## src/rtl/word_reconstructor.sv

```systemverilog
// word_reconstructor
//   Rebuilds 32-bit words from compressed tokens. A move-to-front dictionary
//   is kept identical to the compressor's, so a hit token only has to carry a
//   location plus a per-byte mask, and literal bytes fill the rest.
//
// Ports
//   i_clk, i_rst_n    clock (rising edge), async active-low reset
//   i_flush           sync clear of output valid, dictionary count and error
//   i_valid/o_ready   token handshake (hit, loc, mask, literal)
//   o_valid/i_ready   reconstructed-word handshake (o_word)
//   o_dict_count      number of valid dictionary entries, 0..DICT_DEPTH
//   o_err             sticky: a hit referenced an entry beyond o_dict_count

// One byte lane: dictionary byte when the lane is masked in, else literal.
module word_reconstructor_lane (
  input  logic       use_dict,
  input  logic [7:0] dict_byte,
  input  logic [7:0] lit_byte,
  output logic [7:0] res_byte
);
  assign res_byte = use_dict ? dict_byte : lit_byte;
endmodule

module word_reconstructor #(
  parameter  int WORD       = 32,
  parameter  int DICT_DEPTH = 16,
  localparam int LOC_W      = $clog2(DICT_DEPTH),
  localparam int NUM_LANES  = WORD / 8
) (
  input  logic                 i_clk,
  input  logic                 i_rst_n,
  input  logic                 i_flush,
  input  logic                 i_valid,
  output logic                 o_ready,
  input  logic                 i_hit,
  input  logic [LOC_W-1:0]     i_loc,
  input  logic [NUM_LANES-1:0] i_mask,
  input  logic [WORD-1:0]      i_literal,
  output logic                 o_valid,
  input  logic                 i_ready,
  output logic [WORD-1:0]      o_word,
  output logic [LOC_W:0]       o_dict_count,
  output logic                 o_err
);

  localparam logic [LOC_W:0] FULL = (LOC_W+1)'(DICT_DEPTH);

  typedef struct packed {
    logic                          hit;
    logic [LOC_W-1:0]              loc;
    logic [NUM_LANES-1:0]          mask;
    logic [NUM_LANES-1:0][7:0]     literal;
  } tok_t;

  tok_t                                     tok;
  logic [DICT_DEPTH-1:0][NUM_LANES-1:0][7:0] dict;
  logic [NUM_LANES-1:0][7:0]                dict_sel;
  logic [NUM_LANES-1:0][7:0]                result;
  logic                                     accept;
  logic                                     loc_ok;
  logic                                     hit_ok;
  logic                                     dict_upd;

  always_comb begin
    tok         = '0;
    tok.hit     = i_hit;
    tok.loc     = i_loc;
    tok.mask    = i_mask;
    tok.literal = i_literal;
  end

  assign o_ready  = ~i_flush & (~o_valid | i_ready);
  assign accept   = i_valid & o_ready;
  assign dict_sel = dict[tok.loc];
  // Location must point at a populated entry; otherwise the hit is treated
  // as a literal and the dictionary is left alone.
  assign loc_ok   = {1'b0, tok.loc} < o_dict_count;
  assign hit_ok   = tok.hit & loc_ok;
  assign dict_upd = accept & (~tok.hit | loc_ok);

  for (genvar g = 0; g < NUM_LANES; g++) begin : g_lane
    word_reconstructor_lane u_lane (
      .use_dict  (hit_ok & tok.mask[g]),
      .dict_byte (dict_sel[g]),
      .lit_byte  (tok.literal[g]),
      .res_byte  (result[g])
    );
  end

  // Move-to-front: a miss shifts every entry (last one falls off), a hit
  // shifts only the entries above the hit location; the result goes to 0.
  always_ff @(posedge i_clk or negedge i_rst_n) begin
    if (!i_rst_n) begin
      dict <= '0;
    end else if (dict_upd) begin
      dict[0] <= result;
      for (int i = 1; i < DICT_DEPTH; i++) begin
        if (!tok.hit || i <= int'(tok.loc))
          dict[i] <= dict[i-1];
      end
    end
  end

  always_ff @(posedge i_clk or negedge i_rst_n) begin
    if (!i_rst_n) begin
      o_valid      <= 1'b0;
      o_word       <= '0;
      o_dict_count <= '0;
      o_err        <= 1'b0;
    end else if (i_flush) begin
      // Entries are left stale; count = 0 makes them unreachable.
      o_valid      <= 1'b0;
      o_dict_count <= '0;
      o_err        <= 1'b0;
    end else if (accept) begin
      o_valid <= 1'b1;
      o_word  <= result;
      if (tok.hit && !loc_ok)
        o_err <= 1'b1;
      if (!tok.hit && o_dict_count != FULL)
        o_dict_count <= o_dict_count + 1'b1;
    end else if (i_ready) begin
      o_valid <= 1'b0;
    end
  end

endmodule

```

## config.mk

```make
export PLATFORM = sky130hd
export DESIGN_NAME = word_reconstructor
export DESIGN_NICKNAME = d
export VERILOG_FILES = /design/src/rtl/word_reconstructor.sv
export SDC_FILE = /design/constraint.sdc
export NUM_CORES = 1
export LEC_CHECK = 0
export ABC_CLOCK_PERIOD_IN_PS = 6900
export CELL_PAD_IN_SITES_DETAIL_PLACEMENT = 0
export CELL_PAD_IN_SITES_GLOBAL_PLACEMENT = 1
export CORE_MARGIN = 4
export CORE_UTILIZATION = 50
export CTS_BUF_LIST = sky130_fd_sc_hd__clkbuf_4 sky130_fd_sc_hd__clkbuf_8 sky130_fd_sc_hd__clkbuf_16
export DETAILED_ROUTE_END_ITERATION = 6
export PLACE_DENSITY = 0.83
export SYNTH_ARGS = -nofsm -noshare
export SYNTH_HDL_FRONTEND = slang
export SYNTH_SLANG_ARGS = --single-unit
```

## constraint.sdc

```tcl
create_clock -name i_clk -period 6.9 [get_ports i_clk]
set_input_delay 0.69 -clock i_clk [delete_from_list [all_inputs] [get_ports i_clk]]
set_output_delay 0.69 -clock i_clk [all_outputs]
set_load 0.1 [all_outputs]
```

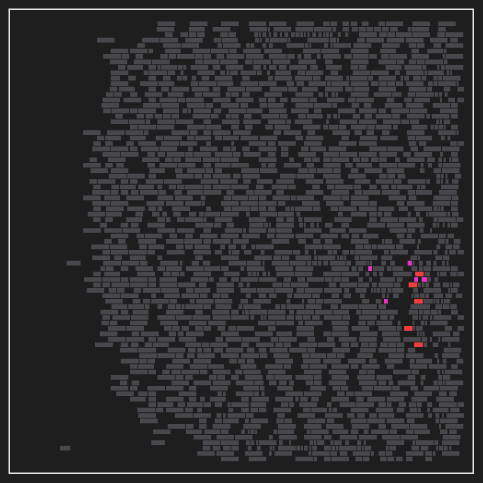
**Above:** gate-type map.
(2 px per um)
legend:
  red:
    family: adder and majority cells
    cells: 5
    most_used: ha_1
  magenta:
    family: AND and OR gates
    cells: 5
    most_used: and3_1
    where: east
Comb area share: 37.7%
most used logic cell in the final layout: dfrtp_1
final cell count without fillers: 2409

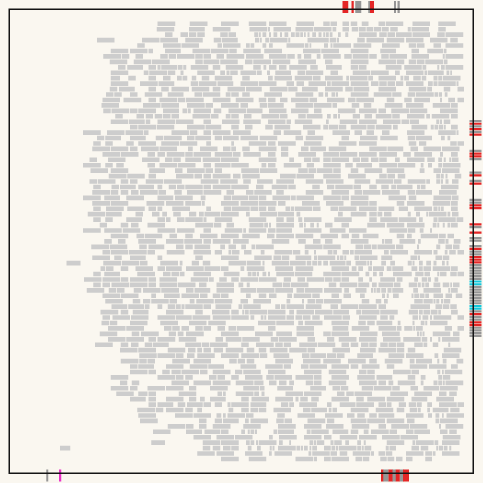
**Above:** ports around the boundary.
(2 px per um) Pins as bars across the die edge, other pins in gray.
legend:
  red:
    port: i_literal
    pins: 32
    direction: input
    edge: 18 east, 8 south, 6 north
  cyan:
    port: i_mask
    pins: 4
    direction: input
    edge: east
  magenta:
    port: i_rst_n
    pins: 1
    direction: input
    edge: south
all pins by edge: 57 east, 17 south, 12 north

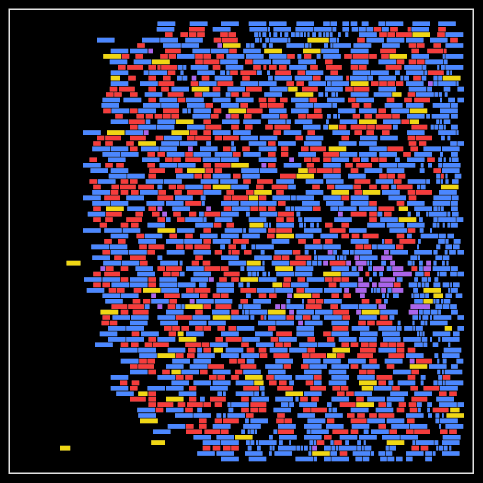
**Above:** cells by drive strength.
(2 px per um)
legend:
  purple:
    size: _3 and _4 cells
    cells: 53
    share: 3.0%
  red:
    size: _2 cells
    cells: 613
    share: 35%
  blue:
    size: _0 and _1 cells
    cells: 997
    share: 57%
  yellow:
    size: _6 and larger
    cells: 82
    share: 4.7%

==> summary.txt <==
fresh numbers from the pnr run: FMAX=around 0.24 GHz, pwr dens=about 350 nW/um^2, number of setup violations in the final report=0, reg-to-reg setup timing slack=roughly 3.1 ns, drt via density=~6.1, Worst Reg-to-Reg Cells=8, RR Startpoint=o_dict_count[2], Hold Vio Cnt, Final=0, P_sw=about 2800 uW, post-DP HPWL=between 30 and 40 mm, H-tree levels=2, Hold Slack=approximately 0.039 ns, metal3 WL=just over 4 mm, Combinational Power=between 2000 and 2500 uW, post-synth design cell area=24900 um^2, Syn Area/Cell=roughly 15 um^2, FP Core Util=just over 50%, detailed-route via count=14800, cell type with the largest total area=dfrtp_1, initial antenna violation count=0, total negative slack=0 ns, part of the power in registers=about half, cell breakdown of the critical path=clkdlybuf4s50_1 -> ha_1 -> a21o_1 -> a31oi_1 -> o21a_2 -> nand2_1 -> buf_4 -> mux2_2, Slew headroom=approximately 17%, total grt overflow=0, worst vdd ir=0.185 mV, status=finished clean, OpenROAD warning count=33, GR Util met3=under 10%, worst hold-check path type=primary input to asynchronous set/reset pin, fin area=28200 um^2, Placement Cell Area=between 20000 and 30000 um^2, largest power group=registers, worst slew pin tran=about 1.2 ns, MaxCap Viol Count=0, Seq/Total Area, Yosys=a little under three fifths, pre-CTS WS=about 2.2 ns, Cells after Synth=~1700, RD Place Congestion=a little under 0.8
## area by class of cell
type | count | area, um^2 | share of cell area, %
Timing Repair Buffer | 113 | 1120 | 3.97
Tap cell | 664 | 831 | 2.95
Clock inverter | 11 | 95.1 | 0.337
Inverter | 4 | 15.0 | 0.0532
Multi-Input combinational cell | 979 | 10600 | 37.7
Sequential cell | 551 | 13800 | 48.9
Clock buffer | 87 | 1730 | 6.15
## state kept, by name, indices dropped and copies added, names as in the netlist
signal / count
o_valid: 1
dict: 512
o_dict_count: 5
o_word: 32
o_err: 1
## kinds of logic (layout without fill, tap and decap cells)
logic type	count (synthesis)	after routing	share of synthesized area, %
mux	609	609	33.3
buf+inv	123	215	2.42
simple gates	145	145	2.80
fa+ha+maj	5	5	0.251
xor+xnor	4	4	0.141
compound gates	216	216	5.80
flops	551	551	55.3
## cell usage after synthesis (3+ instances only)
| library cell | n |
|---|---|
| mux2_1 | 8 |
| a21oi_1 | 33 |
| buf_6 | 3 |
| xnor2_1 | 3 |
| mux2_2 | 472 |
| dfrtp_1 | 551 |
| nand2b_1 | 37 |
| nor2_1 | 77 |
| a31oi_1 | 66 |
| nand2_1 | 11 |
| a22oi_1 | 64 |
| mux4_2 | 128 |
| buf_4 | 18 |
| o21ai_0 | 33 |
| o21a_1 | 3 |
| buf_1 | 5 |
| a21o_1 | 3 |
| nor3_1 | 3 |
| nor2b_1 | 5 |
| clkbuf_1 | 52 |
| buf_2 | 41 |
| ha_1 | 5 |
| o21ai_1 | 3 |
| inv_1 | 4 |
## worst max-delay path: cells and delay by family
family | cells | cell delay (ns)
adder cells (fa/ha/maj) | 1 | 0.35
AND-OR/OR-AND | 3 | 1.13
multiplexers | 1 | 0.34
AND/OR/NAND/NOR | 1 | 0.78
buffers and inverters | 2 | 1.35
Power figures rest on the tool's default switching activity, not on a simulated workload.
